`config.mk`:
```
export PLATFORM = sky130hd
export DESIGN_NAME = vga_mode_transition_ctrl
export DESIGN_NICKNAME = d
export VERILOG_FILES = /design/src/rtl/vga_mode_transition_ctrl.sv
export SDC_FILE = /design/constraint.sdc
export NUM_CORES = 1
export LEC_CHECK = 0
export ABC_AREA = 1
export CAP_MARGIN = 20
export CORE_MARGIN = 4
export CORE_UTILIZATION = 37
export CTS_BUF_LIST = sky130_fd_sc_hd__clkbuf_16
export CTS_CLUSTER_SIZE = 28
export DETAILED_ROUTE_END_ITERATION = 8
export PLACE_DENSITY = 0.63
export SLEW_MARGIN = 40
export SYNTH_ARGS = -nofsm -noshare
export SYNTH_HDL_FRONTEND = slang
export SYNTH_SLANG_ARGS = --single-unit
```
`constraint.sdc`:
```
create_clock -name vga_clk -period 9.2 [get_ports vga_clk]
set_clock_uncertainty 0.1 [all_clocks]
set_input_delay 0.92 -clock vga_clk [delete_from_list [all_inputs] [get_ports vga_clk]]
set_output_delay 0.92 -clock vga_clk [all_outputs]
set_load 0.03 [all_outputs]
```
`src/rtl/vga_mode_transition_ctrl.sv`:
```
// vga_mode_transition_ctrl: defers page/mode switches to frame boundaries and wraps each one in
// a fade-out, one blank frame with the renderers held in reset, and a fade-in.
module vga_mode_transition_ctrl #(
    parameter logic [7:0] RESET_MODE      = 8'h00,
    parameter int         FADE_SHIFT      = 3,
    parameter int         FRAMES_PER_STEP = 2
) (
    input  logic        vga_clk,
    input  logic        rst_n,
    input  logic [9:0]  pos_x,
    input  logic [9:0]  pos_y,
    input  logic [7:0]  req_mode,
    input  logic [23:0] pix_in,
    output logic [7:0]  active_mode,
    output logic        renderer_rst_n,
    output logic [23:0] pix_out,
    output logic        busy
);
    localparam int LW = FADE_SHIFT + 1;
    localparam int SW = FRAMES_PER_STEP > 1 ? $clog2(FRAMES_PER_STEP) : 1;
    localparam int PW = 9 + FADE_SHIFT;
    localparam logic [LW-1:0] LMAX = LW'(1) << FADE_SHIFT;

    typedef enum logic [1:0] {IDLE, FADE_OUT, SWITCH, FADE_IN} state_t;

    state_t        state_q, state_d;
    logic [LW-1:0] level_q, level_d;
    logic [SW-1:0] step_cnt_q, step_cnt_d, step_nx;
    logic [7:0]    active_mode_q, active_mode_d, target_q, target_d;
    logic [23:0]   pix_out_q, pix_d;
    logic          frame_start, tick;

    assign frame_start = (pos_x == '0) && (pos_y == '0);
    assign tick        = step_cnt_q == SW'(FRAMES_PER_STEP - 1);
    assign step_nx     = tick ? '0 : step_cnt_q + 1'b1;

    always_comb begin
        state_d       = state_q;
        level_d       = level_q;
        step_cnt_d    = step_cnt_q;
        active_mode_d = active_mode_q;
        target_d      = target_q;
        case (state_q)
            IDLE: if (frame_start && req_mode != active_mode_q) begin
                target_d   = req_mode;
                state_d    = FADE_OUT;
                step_cnt_d = '0;
            end
            FADE_OUT: begin
                target_d = req_mode;
                if (frame_start) begin
                    if (req_mode == active_mode_q) begin
                        state_d    = FADE_IN;
                        step_cnt_d = '0;
                    end else begin
                        step_cnt_d = step_nx;
                        if (tick) begin
                            level_d = (level_q == '0) ? '0 : level_q - 1'b1;
                            // the tick that reaches zero also commits the latest request
                            if (level_q <= LW'(1)) begin
                                state_d       = SWITCH;
                                step_cnt_d    = '0;
                                active_mode_d = target_d;
                            end
                        end
                    end
                end
            end
            SWITCH: begin
                level_d = '0;
                if (frame_start) begin
                    state_d    = FADE_IN;
                    step_cnt_d = '0;
                end
            end
            FADE_IN: if (frame_start) begin
                if (req_mode != active_mode_q) begin
                    target_d   = req_mode;
                    state_d    = FADE_OUT;
                    step_cnt_d = '0;
                end else begin
                    step_cnt_d = step_nx;
                    if (tick) begin
                        level_d = level_q + 1'b1;
                        if (level_q == LMAX - 1'b1) begin
                            state_d    = IDLE;
                            step_cnt_d = '0;
                        end
                    end
                end
            end
            default: state_d = IDLE;
        endcase
    end

    for (genvar c = 0; c < 3; c++) begin : g_ch
        assign pix_d[8*c+:8] = 8'((PW'(pix_in[8*c+:8]) * PW'(level_q)) >> FADE_SHIFT);
    end

    always_ff @(posedge vga_clk or negedge rst_n) begin
        if (!rst_n) begin
            state_q       <= IDLE;
            level_q       <= LMAX;
            step_cnt_q    <= '0;
            active_mode_q <= RESET_MODE;
            target_q      <= RESET_MODE;
            pix_out_q     <= '0;
        end else begin
            state_q       <= state_d;
            level_q       <= level_d;
            step_cnt_q    <= step_cnt_d;
            active_mode_q <= active_mode_d;
            target_q      <= target_d;
            pix_out_q     <= pix_d;
        end
    end

    assign active_mode    = active_mode_q;
    assign renderer_rst_n = state_q != SWITCH;
    assign busy           = state_q != IDLE;
    assign pix_out        = pix_out_q;
endmodule

```
### The metal 2 layer

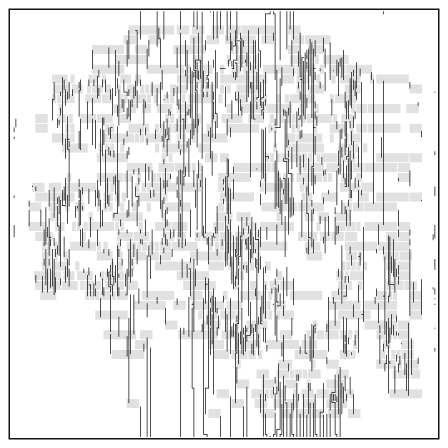
share of all routed wire = 52%
nets with wire on the layer = 639
wire length reported by the detailed router: 9.21 mm
M2 GR Usage: 0.250
number of vias after detailed routing: 3673

### Routing congestion

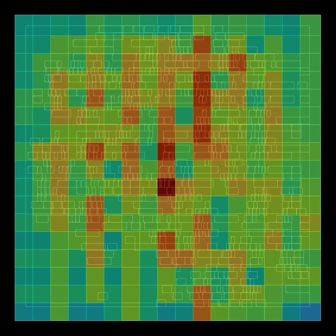
all-layer global routing usage: 0.137
met1 Use GR: 0.168
wire per inst: 11.1 µm
global routing met3 resource utilization: 0.0177

### The metal 3 layer

Scale bar: 20 µm.
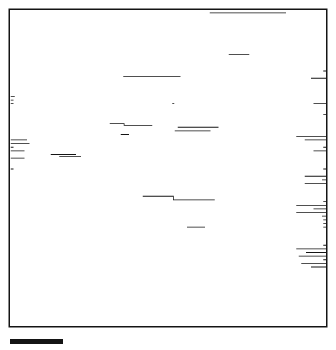
nets with wire on the layer = 44
longest straight run = 28.3 µm

### Gate-type map

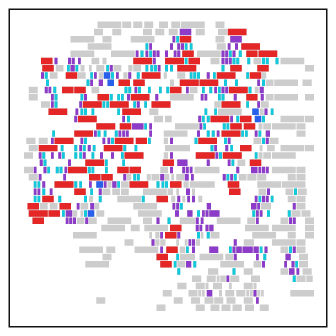
cyan -> inverters  # cells 164, most used inv_1
red -> adder and majority cells  # cells 80, most used ha_1
blue -> AND-OR and OR-AND gates  # cells 6, most used a21o_1
purple -> NAND gates  # cells 194, most used nand2_1

## layout by cell type (no fill, tap or decap), types with 3 or more instances in the layout
cell | synthesis | layout
xor2_1 | 19 | 19
nand2_2 | 7 | 7
a221oi_1 | 3 | 3
clkbuf_16 | 0 | 5
xnor2_1 | 11 | 11
a21oi_1 | 13 | 13
nand2_1 | 165 | 165
nand2_4 | 3 | 3
ha_1 | 44 | 44
o21ai_1 | 9 | 9
nor2_4 | 3 | 3
clkdlybuf4s50_1 | 0 | 86
nor2_1 | 21 | 21
dfrtp_1 | 38 | 36
fa_1 | 36 | 36
nand4_2 | 3 | 3
inv_2 | 7 | 7
o22ai_1 | 3 | 3
o21ai_2 | 12 | 12
a21o_1 | 6 | 6
nand3_1 | 12 | 12
inv_1 | 157 | 157
## power by group
part	switching, mW	leakage (nW)	internal, mW
registers	0.0648	0.501	0.236
logic	0.535	2.80	0.366
clock network	0.0695	0.0649	0.0986
## worst max-delay path: cells and delay by family
| kind | cells | cell delay [ps] |
|---|---|---|
| buffers and inverters | 4 | 640 |
| AOI/OAI and AO/OA | 3 | 530 |
| adders and majority gates | 3 | 1390 |
| and+or+nand+nor | 6 | 410 |
## final timing paths
kind	from	endpoint
worst max-delay path	pix_in[10]	pix_out[15]$_DFF_PN0_
worst min-delay path	active_mode[4]$_DFFE_PN0P_	active_mode[4]$_DFFE_PN0P_
worst max register to register	level_q[3]$_DFFE_PN1P_	pix_out[7]$_DFF_PN0_
worst min register to register	active_mode[4]$_DFFE_PN0P_	active_mode[4]$_DFFE_PN0P_
max in group asynchronous	rst_n	level_q[1]$_DFFE_PN0P_
min in group asynchronous	rst_n	active_mode[5]$_DFFE_PN0P_
## state kept, by name (all words and copies together) (netlist names)
name         cells
level_q          4
active_mode      8
pix_out         24
state_q          2
step_cnt_q       1
==> reports/summary.log <==
INFO  status         outcome=completed
INFO  clock_network  cts_sink_count=39
INFO  placement      numPortBuffers=87
INFO  synth          synth.top_cells.by_area=dfrtp_1 21%, fa_1 16%, nand2_1 14%
INFO  synth          synth_sequential_area_ratio=0.217
INFO  final_layout   final.clkbuf_count=5
INFO  detailed_routing met2RoutedLength=4.81mm
INFO  die            die_height=118µm
INFO  worst_setup_path timing.critical_path.cells=clkdlybuf4s50_1 -> nand2_1 -> inv_1 -> fa_1 -> inv_1 -> fa_1 -> inv_1 -> ha_1 -> a21oi_1 -> nand2_1 -> a21oi_1 -> nor2_1 -> o21ai_1 -> nand2_1 -> nand2_1 -> nand2_1
INFO  synth          mean_cell_area_of_the_mapped_netlist=7.54µm²
INFO  detailed_routing route.met3.wl=306µm
INFO  timing         number_of_max_slew_violations_in_the_final_report=0
INFO  synth          fa_ha_area_frac=0.282
INFO  final_layout   final-comb-area=2850µm²
INFO  die            core_util_floorplan=0.377
INFO  placement      placement.cell_area=5500µm²
INFO  worst_setup_path worst_ep_required_time=9270ps
INFO  final_layout   layout.non_clock_buffers=88
INFO  placement      dpl.cell_count=820
INFO  timing         timing_worst_slew_pin_value=590ps
INFO  clock_network  cts_tree=done
INFO  final_layout   core_occupancy_in_the_finished_layout=0.472
INFO  die            num_io_pins=88
INFO  global_route   globalRouteOverflowTotal=0
INFO  worst_setup_path critical_path_start_end_classification=input pin to flip-flop
INFO  timing         tns=0ps
INFO  final_layout   final-nonclk-buf-share=0.155
INFO  final_layout   layout.area.top_class=logic gates
INFO  synth          mappedNetlistNets=732
INFO  worst_setup_path cp_common_cell=nand2_1
INFO  clock_network  ctsHoldBuffers=0
INFO  synth          synth_compound_gate_area_share=0.0771
INFO  synth          synth-edff-count=0
INFO  synth          ys.warnings.count=0
INFO  timing         max-slew-margin-rel=0.607
INFO  timing         grt_setup_unrepaired=false
INFO  synth          synth_area=4510µm²
INFO  synth          synthSimpleGateAreaFrac=0.214
INFO  timing         final_worst_setup_slack=5370ps
Power is estimated from default activity; no workload was simulated.
